**Run 1: wiring by layer**

Scale: 6 px per um.
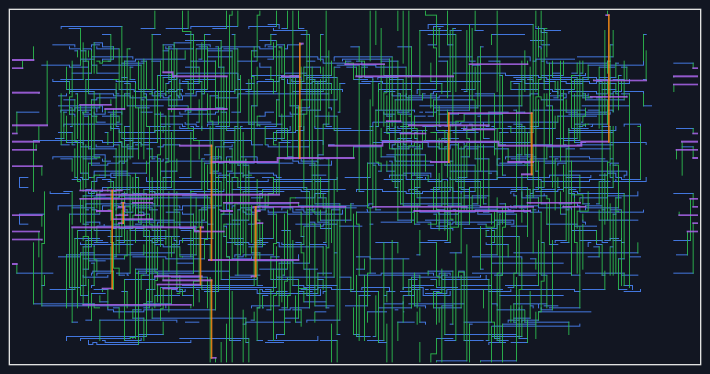
**Run 1: the clock network**

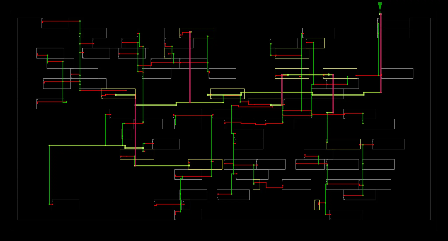
**Run 1: routed clock nets over the placement**

Scale: 3 px per um.
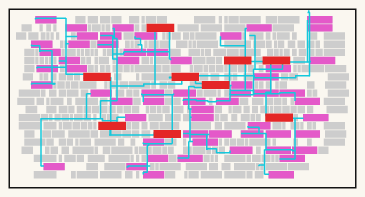
Design mc_control_unit, sky130hd; sources not shown.
==> impl_metrics.yaml, run 1 <==
# flow metrics
outcome:
  run_status: "finished, violations left"
  violated_checks: "setup timing"
floorplanning:
  core_util_floorplan_pct: 49.71
  die_height_um: 59
global_route:
  globalRouteMet1Util_pct: 30.09
  met3_demand_to_capacity_share_in_global_routing_pct: 7.873
  grt_usage_pct: 26.66
  grt_max_degree: 23
  grt_antenna_before_repair: 0
sta:
  finalSetupViolations: 10
  final.min_clock_period_ns: 2.670
  postLayoutSetupSlackWorst_ns: -0.3704
  drv_slew: 0
setup_path:
  crit_arrival_ns: 1.83
  worst_path_largest_cell_delay_ns: 0.35
  cp_cell_sequence: "nor4bb_4 > buf_6 > nand2_4 > o32a_1 > nor2_4 > buf_12"
detailed_routing:
  antenna_left: 0
logic_synthesis:
  synth.yosys.num_cells: 373
  netlist_top_cells_count: "sky130_fd_sc_hd__dfxtp_1, sky130_fd_sc_hd__nand2_1, sky130_fd_sc_hd__a21oi_1"
  ys.flop_type: "sky130_fd_sc_hd__dfxtp_1"
finish:
  final-comb-area_sq_mm: 0.001928
  clock_cell_share_of_area_pct: 5.783
clock_network:
  tritoncts: "yes"
Back to the opening pictures, 'wiring by layer':
metal 2 -> green  # wire length 4730 um
metal 1 -> blue  # wire length 3670 um
metal 3 -> purple  # wire length 517 um
metal 4 -> orange  # wire length 131 um
per-cell routed wire length: 16.46 um
total routed wirelength: 9052 um
total via count after detailed routing: 3211

Back to the opening pictures, 'the clock network':
clock latency at the later pin of the worst-skew pair: 0.33 ns
CTS sink cnt: 59
Flop Count: 59

Back to the opening pictures, 'routed clock nets over the placement':
clock drivers -> red  # count 9
clock wires -> cyan  # length 812 um
flip-flops -> magenta  # count 59
flops lie = spread over the die
routed clock nets = 10
power in the clock group: 1.29 mW
proportion of power drawn by the clock network: 36.0%

==> run 1: through the flow <==
| step | area, sq um | TNS [ns] | total power, mW | setup slack (ns) | cells |
|---|---|---|---|---|---|
| final | 5020 | -2.787 | 3.578 | -0.3704 | 550 |
| after global routing | 5020 | -3.480 | 3.695 | -0.4258 | 550 |
| after CTS | 4925 | -3.384 | 3.525 | -0.3913 | 548 |
| after detailed placement | 4603 | -2.203 | 2.226 | -0.1352 | 531 |
| after global placement | 4603 | -1.406 | 2.176 | -0.1191 | 531 |
| after floorplan | 3279 | -2.304 | 1.863 | -0.3926 | 373 |
==> run 1: power by group <==
part	total (mW)	leakage (nW)	switching, mW	internal [mW]
Combinational	1.10	1.17	0.662	0.436
Sequential	1.19	0.500	0.0961	1.10
Clock	1.29	0.143	0.470	0.817
==> run 1: cells by family after synthesis <==
kind of cell             after synthesis  synth area share (%)
multiplexers                           8                 2.951
AND/OR/NAND/NOR                      170                 30.34
XOR/XNOR                              12                 3.492
buffers and inverters                 39                 5.153
adder cells (fa/ha/maj)                3                 1.247
AND-OR/OR-AND                         82                 17.58
flip-flops                            59                 39.24
==> run 1: what timing repair did <==
action                     in CTS  in global routing
gates resized                   8                 16
setup buffers                   1                  2
pin swaps                       4                  2
setup endpoints to repair      11                 17
==> run 1: cells in the final DEF (no fill, tap or decap), drive strengths merged, types with 5 or more instances in the layout <==
master          n
nand4           7
xor2            9
nand3          13
o21ai           8
or4             9
nor3b           5
nor2           31
nor4            7
nand2          49
dfxtp          59
clkdlybuf4s50  20
buf            80
mux2            7
nor2b          10
o31ai          10
clkbuf         12
nor3            5
inv            12
nand2b          7
a21oi          33
==> run 1: routing by layer <==
layer / vias to the layer above / wire, um
met5: - / 0
met4: 0 / 131
met3: 21 / 516
met2: 121 / 4729
met1: 1549 / 3674
li1: 1520 / -
**Run 1: floorplan with the power grid**

Scale: 4 px per um. Pins as bars on the die edge.
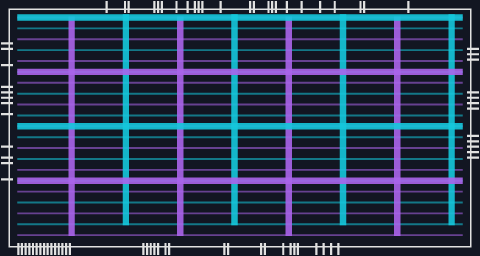

==> run 1 -> run 2 <==
--- a/config.mk
+++ b/config.mk
@@ -5,11 +5,12 @@
 export SDC_FILE = /design/constraint.sdc
 export NUM_CORES = 1
 export LEC_CHECK = 0
+export ABC_AREA = 1
 export CORE_ASPECT_RATIO = 0.5
 export CORE_MARGIN = 1.5
 export CORE_UTILIZATION = 48
 export DETAILED_ROUTE_END_ITERATION = 7
-export PLACE_DENSITY = 0.8
+export PLACE_DENSITY = 0.79
 export SETUP_SLACK_MARGIN = 0.15
 export SYNTH_ARGS = -nofsm -noshare
 export SYNTH_HDL_FRONTEND = slang
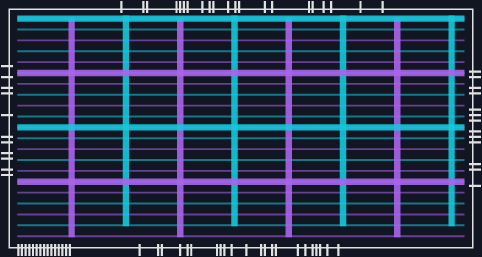
**Above:** run 2 (floorplan with the power grid).
Scale: 4 px per um. Pins as bars on the die edge.
VSS -> purple
VDD -> cyan
rows = 20
met5 straps = 4
met1 rails = 21
signal pins = 82
Worst IR Drop VDD: 366.5 uV
die extent in y: 59.27 um
die boundary width: 115.5 um
area of the core: 0.006081 sq mm

==> impl_metrics.yaml, run 2 <==
# flow metrics
outcome:
  run_status: "finished, violations left"
  violated_checks: "setup timing"
finish:
  lay_top_cells: "sky130_fd_sc_hd__nand2_1, sky130_fd_sc_hd__nor2_1, sky130_fd_sc_hd__buf_12, sky130_fd_sc_hd__inv_1, sky130_fd_sc_hd__a21oi_1"
  final-comb-area_sq_mm: 0.001778
placement:
  dp_cells: 597
  detailed_place.area_sq_mm: 0.004541
pwr:
  power_switching_share_pct: 29.42
  intPower_mw: 2.083
  comb_power_share_pct: 22.2
  power_frac_clock_pct: 38.9
  seqPwrFrac_pct: 38.9
clock_network:
  clock_sinks: 59
  tritoncts: "yes"
sta:
  finalSetupTns_ns: -2.354
  finalSetupViolations: 10
  postLayoutSetupSlackWorst_ns: -0.4399
  grt_setup_unrepaired: "true"
global_route:
  grt_max_degree: 37
  grt_antenna_before_repair: 0
setup_path:
  crit_arrival_ns: 1.90
detailed_routing:
  antenna_left: 0
  total_routed_wirelength_um: 8348
  detailroute.via_count: 3211
  wl_per_cell_um: 13.46
floorplanning:
  core_util_floorplan_pct: 49.98
logic_synthesis:
  synth.yosys.num_cells: 430
  ys.flop_type: "sky130_fd_sc_hd__dfxtp_1"
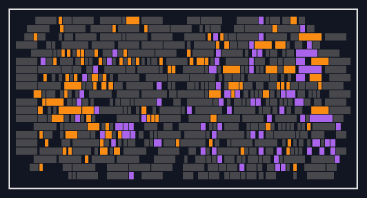
**Above:** run 2 (selected gate families).
Scale: 3 px per um.
nor cells -> orange  # cells 94, most used nor2_1
aoi and oai cells -> purple  # cells 75, most used a21oi_1
share of the final layout cell area in multi-input gates: 35.88%
most frequent logic cell in the layout: sky130_fd_sc_hd__nand2_1
tally of non-filler cells in the final layout: 620

## run 2: per-layer routing
layer / track usage, % / up-vias / part of all wire (%)
li1: - / 1607 / -
met1: 28.44 / 1499 / 42
met2: 47.00 / 86 / 52
met3: 6.339 / 19 / 4.7
met4: 9.700 / 0 / 2.1
met5: 0 / - / 0
## run 2: kinds of logic (layout without fill, tap and decap cells)
group	Yosys count	after routing	synth area share, %
compound gates	77	77	13.75
xor+xnor	17	17	4.899
fa+ha+maj	3	3	1.235
buf+inv	62	164	7.987
flops	59	59	38.86
simple gates	212	212	33.26
## run 2: worst max-delay path, cell delays in order (launching register included)
cell	delay [ns]
sky130_fd_sc_hd__dfxtp_2	0.32
sky130_fd_sc_hd__inv_2	0.05
sky130_fd_sc_hd__nand4_1	0.17
sky130_fd_sc_hd__buf_4	0.20
sky130_fd_sc_hd__nor2_4	0.13
sky130_fd_sc_hd__inv_2	0.06
sky130_fd_sc_hd__a21oi_2	0.11
sky130_fd_sc_hd__a21oi_1	0.08
sky130_fd_sc_hd__o41ai_1	0.10
sky130_fd_sc_hd__nand2_1	0.11
sky130_fd_sc_hd__inv_2	0.08
sky130_fd_sc_hd__buf_12	0.17
## run 2: what timing repair did
item | CTS | global route
pin swaps | 8 | 7
buffers inserted | 2 | 7
gates resized | 15 | 20
setup endpoints to repair | 11 | 12
## run 2: power by group through the flow
stage          sequential (mW)  combinational (mW)  clock [mW]
4_1_cts                   1.14               0.632        1.18
5_1_grt                   1.15               0.706        1.21
3_3_place_gp              1.15               0.598           0
6_report                  1.15               0.654        1.15
2_1_floorplan             1.20               0.336           0
3_5_place_dp              1.16               0.609           0
## run 2: area by class of cell
class	instances	share of cell area [%]
inverters	48	3.763
repair buffers	102	28.28
well taps	88	2.222
flip-flops and latches	59	24.72
multi-input cells	309	35.88
clock buffers	14	5.126
Power figures rest on the tool's default switching activity, not on a simulated workload.
